File: src/rtl/sync_fifo_pkg.sv
// Shared defaults for the parametrised single-clock FIFO, plus a ceil-log2 helper
// used to size the occupancy counter (needs to represent 0..DEPTH inclusive).
package sync_fifo_pkg;

    localparam int DEF_DATA_WIDTH    = 8;
    localparam int DEF_ADDR_WIDTH    = 3;
    localparam int DEF_AFULL_THRESH  = 6;
    localparam int DEF_AEMPTY_THRESH = 2;

    function automatic int fifo_clog2(input int value);
        int result;
        result = 0;
        for (int i = 0; i < 31; i++) begin
            if ((1 << i) < value) begin
                result = i + 1;
            end
        end
        return result;
    endfunction

endpackage

File: src/rtl/sync_fifo_ram.sv
// FIFO storage: 2**ADDR_WIDTH x DATA_WIDTH, synchronous write, read port either
// registered (REG_RD=1, updates only on i_re) or asynchronous (REG_RD=0). No reset.
module sync_fifo_ram
    import sync_fifo_pkg::*;
#(
    parameter int DATA_WIDTH = DEF_DATA_WIDTH,
    parameter int ADDR_WIDTH = DEF_ADDR_WIDTH,
    parameter bit REG_RD     = 1'b1
) (
    input  logic                  clk,
    input  logic                  i_we,
    input  logic [ADDR_WIDTH-1:0] i_waddr,
    input  logic [DATA_WIDTH-1:0] i_wdata,
    input  logic                  i_re,
    input  logic [ADDR_WIDTH-1:0] i_raddr,
    output logic [DATA_WIDTH-1:0] o_rdata
);

    localparam int DEPTH = 1 << ADDR_WIDTH;

    logic [DATA_WIDTH-1:0] r_mem [DEPTH];

    always_ff @(posedge clk) begin
        if (i_we) begin
            r_mem[i_waddr] <= i_wdata;
        end
    end

    generate
        if (REG_RD) begin : g_reg_rd
            logic [DATA_WIDTH-1:0] r_q;

            always_ff @(posedge clk) begin
                if (i_re) begin
                    r_q <= r_mem[i_raddr];
                end
            end

            assign o_rdata = r_q;
        end else begin : g_async_rd
            // Read enable has no meaning for a combinational port.
            logic w_unused_re;
            assign w_unused_re = i_re;
            assign o_rdata     = r_mem[i_raddr];
        end
    endgenerate

endmodule

File: src/rtl/sync_fifo_param.sv
// Parametrised single-clock FIFO with count, almost flags and overflow/underflow pulses.
// Define SYNC_FIFO_FWFT_EN for first-word-fall-through reads; default is registered reads.
module sync_fifo_param
    import sync_fifo_pkg::*;
#(
    parameter int DATA_WIDTH    = DEF_DATA_WIDTH,
    parameter int ADDR_WIDTH    = DEF_ADDR_WIDTH,
    parameter int AFULL_THRESH  = DEF_AFULL_THRESH,
    parameter int AEMPTY_THRESH = DEF_AEMPTY_THRESH,
    localparam int DEPTH        = 1 << ADDR_WIDTH,
    localparam int CNT_W        = fifo_clog2(DEPTH + 1)
) (
    input  logic                  clk,
    input  logic                  rst,
    input  logic                  wr_en,
    input  logic [DATA_WIDTH-1:0] wr_data,
    input  logic                  rd_en,
    output logic [DATA_WIDTH-1:0] rd_data,
    output logic                  rd_valid,
    output logic                  full,
    output logic                  empty,
    output logic                  almost_full,
    output logic                  almost_empty,
    output logic [CNT_W-1:0]      count,
    output logic                  overflow,
    output logic                  underflow
);

    localparam logic [CNT_W-1:0]      DEPTH_C  = CNT_W'(DEPTH);
    localparam logic [CNT_W-1:0]      AFULL_C  = CNT_W'(AFULL_THRESH);
    localparam logic [CNT_W-1:0]      AEMPTY_C = CNT_W'(AEMPTY_THRESH);
    localparam logic [CNT_W-1:0]      CNT_ONE  = 1;
    localparam logic [ADDR_WIDTH:0]   PTR_ONE  = 1;

    logic [ADDR_WIDTH:0]   r_wr_ptr;
    logic [ADDR_WIDTH:0]   r_rd_ptr;
    logic [CNT_W-1:0]      r_count;
    logic [CNT_W-1:0]      w_count_nxt;
    logic                  r_overflow;
    logic                  r_underflow;
    logic                  w_full;
    logic                  w_empty;
    logic                  w_wr_acc;
    logic                  w_rd_acc;
    logic [DATA_WIDTH-1:0] w_ram_q;

    // Flags come only from the registered count, never from this cycle's requests.
    assign w_full       = (r_count == DEPTH_C);
    assign w_empty      = (r_count == '0);
    assign full         = w_full;
    assign empty        = w_empty;
    assign almost_full  = (r_count >= AFULL_C);
    assign almost_empty = (r_count <= AEMPTY_C);
    assign count        = r_count;
    assign overflow     = r_overflow;
    assign underflow    = r_underflow;

    assign w_wr_acc = wr_en & ~w_full;
    assign w_rd_acc = rd_en & ~w_empty;

    always_comb begin
        w_count_nxt = r_count;
        case ({w_wr_acc, w_rd_acc})
            2'b10:   w_count_nxt = r_count + CNT_ONE;
            2'b01:   w_count_nxt = r_count - CNT_ONE;
            default: w_count_nxt = r_count;
        endcase
    end

    always_ff @(posedge clk or posedge rst) begin
        if (rst) begin
            r_wr_ptr    <= '0;
            r_rd_ptr    <= '0;
            r_count     <= '0;
            r_overflow  <= 1'b0;
            r_underflow <= 1'b0;
        end else begin
            if (w_wr_acc) begin
                r_wr_ptr <= r_wr_ptr + PTR_ONE;
            end
            if (w_rd_acc) begin
                r_rd_ptr <= r_rd_ptr + PTR_ONE;
            end
            r_count     <= w_count_nxt;
            r_overflow  <= wr_en & w_full;
            r_underflow <= rd_en & w_empty;
        end
    end

`ifdef SYNC_FIFO_FWFT_EN
    sync_fifo_ram #(
        .DATA_WIDTH (DATA_WIDTH),
        .ADDR_WIDTH (ADDR_WIDTH),
        .REG_RD     (1'b0)
    ) u_ram (
        .clk     (clk),
        .i_we    (w_wr_acc),
        .i_waddr (r_wr_ptr[ADDR_WIDTH-1:0]),
        .i_wdata (wr_data),
        .i_re    (w_rd_acc),
        .i_raddr (r_rd_ptr[ADDR_WIDTH-1:0]),
        .o_rdata (w_ram_q)
    );

    // Head word is always on display; rd_en just acknowledges it.
    assign rd_data  = w_ram_q;
    assign rd_valid = ~w_empty;
`else
    logic r_rd_valid;
    logic r_rd_seen;

    sync_fifo_ram #(
        .DATA_WIDTH (DATA_WIDTH),
        .ADDR_WIDTH (ADDR_WIDTH),
        .REG_RD     (1'b1)
    ) u_ram (
        .clk     (clk),
        .i_we    (w_wr_acc),
        .i_waddr (r_wr_ptr[ADDR_WIDTH-1:0]),
        .i_wdata (wr_data),
        .i_re    (w_rd_acc),
        .i_raddr (r_rd_ptr[ADDR_WIDTH-1:0]),
        .o_rdata (w_ram_q)
    );

    always_ff @(posedge clk or posedge rst) begin
        if (rst) begin
            r_rd_valid <= 1'b0;
            r_rd_seen  <= 1'b0;
        end else begin
            r_rd_valid <= w_rd_acc;
            if (w_rd_acc) begin
                r_rd_seen <= 1'b1;
            end
        end
    end

    // The RAM output register has no reset, so rd_data reads as zero until the first pop.
    assign rd_data  = r_rd_seen ? w_ram_q : '0;
    assign rd_valid = r_rd_valid;
`endif

endmodule
File: config.mk
export PLATFORM = sky130hd
export DESIGN_NAME = sync_fifo_param
export DESIGN_NICKNAME = d
export VERILOG_FILES = /design/src/rtl/sync_fifo_pkg.sv /design/src/rtl/sync_fifo_ram.sv /design/src/rtl/sync_fifo_param.sv
export SDC_FILE = /design/constraint.sdc
export NUM_CORES = 1
export LEC_CHECK = 0
export CORE_ASPECT_RATIO = 1.75
export CORE_MARGIN = 10
export CORE_UTILIZATION = 40
export CTS_CLUSTER_DIAMETER = 150
export DETAILED_ROUTE_END_ITERATION = 6
export PLACE_DENSITY_LB_ADDON = 0.25
export SYNTH_ARGS = -nofsm -noshare
export SYNTH_HDL_FRONTEND = slang
export SYNTH_SLANG_ARGS = --single-unit
File: constraint.sdc
create_clock -name clk -period 2.42 [get_ports clk]
set_input_delay 0.484 -clock clk [delete_from_list [all_inputs] [get_ports clk]]
set_output_delay 0.484 -clock clk [all_outputs]
set_load 0.01 [all_outputs]
Fig. 1: congestion heat map
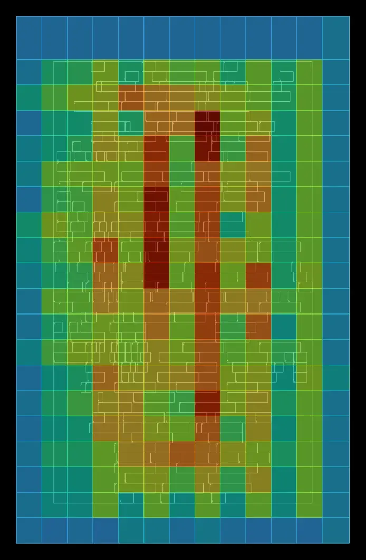
layer with the highest usage: met2
total track usage: 10.3%
M2 GR Usage: 18.6%

Fig. 2: signal wires on met3
The bar under the picture is 20 um long.
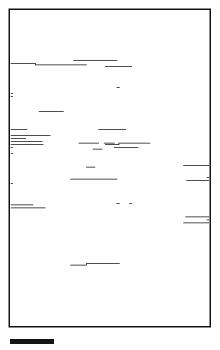
The layer carries 322 um of wire. The longest straight run is 23.0 um. 26 nets have wire on it.

## power breakdown
part | switching [mW] | internal [mW]
clock | 0.493 | 0.717
sequential | 0.286 | 1.98
combinational | 0.609 | 0.902
total | 1.39 | 3.60
## flip-flops by register name, indices dropped and copies added (netlist names)
| name | flops |
|---|---|
| r_wr_ptr | 3 |
| r_rd_ptr | 3 |
| underflow | 1 |
| r_rd_seen | 1 |
| u_ram.r_mem | 64 |
| u_ram.o_rdata | 8 |
| count | 4 |
| rd_valid | 1 |
| overflow | 1 |
## through the flow
stage	utilization, %	hold WS (ns)	power [mW]
2_1_floorplan	-	0.373	3.24
5_1_grt	50.6	0.508	5.28
3_5_place_dp	47.4	0.473	3.84
3_3_place_gp	47.4	0.462	3.82
6_report	50.6	0.478	4.99
4_1_cts	50.6	0.480	5.07
==> results.ini <==
[drt]
drt_pass1_iterations = 4
dr_wl_met3_um = 322
drt-total-wl_um = 6220
wire_per_inst_um = 17.7
vias_per_cell = 4.92
drc = 0
vias = 1728
wl_met2_um = 3390
routed.top_layer = met4

[synth]
synth_area_sq_um = 3440
xor_area_share_pct = 2.03
synth_chip_area_sq_um = 3440
aoi_share_pct = 0.908
topCellsByArea = edfxtp_1 63%, mux4_2 10%, dfrtp_1 10%
ys_cells = 181
fa_ha_area_share_pct = 1.82
mux_area_share_pct = 13.8
ff_type = edfxtp_1
synth-edff-count = 72
synth-seq-cells = 86
simple_gate_share_pct = 6.72
avgSynthCellArea_sq_um = 19.0
synth.distinct_cells = 33
top_cell = edfxtp_1
postSynthSeqShare_pct = 73.0

[final_timing]
fmax_mhz = 442
rsz0062_at_grt = no
maxSlewHeadroom_pct = 45.6
finalSetupViolations = 0
drv_slew = 0
worstMarginPinSlew_ns = 0.816
period_used_pct = 93.6
hold_violations = 0

[finish]
seq_share_pct = 59.4
nNetsFinal = 248
fillers = 732
n_all_buffers = 46
area_growth_pct = 23.0
seq_area_sq_um = 2520
logic_gates = 85
nNonClkInverters = 3
comb_area_sq_um = 881
ff_count = 86

[clocking]
path_clk_slew_ns = 0.05
insertion_delay_ns = 0.33
cts_resized = 0
hold_buffers = 0
cts_max_level = 3
cts_tree = yes
cts_buffer_depth = 2

[worst_setup_path]
cpLargestDelayFamily = buffers and inverters
crit_buf_inv = 1
r2r_cells = 10
worstSetupPathType = flip-flop to output port
worstSetupEndpoint = full
cp_cell_sequence = nor4b_2 -> clkdlybuf4s50_1
crit_cells = 2
worst_setup_path_start_kind = flip-flop
crit_fanout = 9
cp_slowest_cell = clkdlybuf4s50_1
crit_arrival_ns = 1.78
reg2reg_from = count[0]$_DFFE_PP0P_
worstSetupEndpointType = output port

[grt]
grt_pass1_wl_um = 9990
grt_max_degree = 19
grt_overflow = 0
antenna_found_initial = 0
grt_use_met1_pct = 10.2
met3_usage_pct = 3.36

[die]
tapCellCount = 115
io_pins = 31
fp_util_pct = 41.1
dieWidth_um = 90.1
chipArea_sq_um = 12900
rows = 44

[run]
tool_warnings = 27

[power_and_ir_drop]
p_leak_nw = 1.47

[placement]
placed_cell_area_sq_um = 3970
place_inst = 335
port_buffers = 30
hpwl_um = 4230
place_ws_ns = 0.0216

[hold_path]
holdCritStartpoint = r_rd_ptr[0]$_DFFE_PP0P_
min_to = r_rd_ptr[0]$_DFFE_PP0P_
min_path_cells = 1
hp-class = flip-flop to flip-flop

[run_status]
outcome = complete, no violations

Power figures rest on the tool's default switching activity, not on a simulated workload.
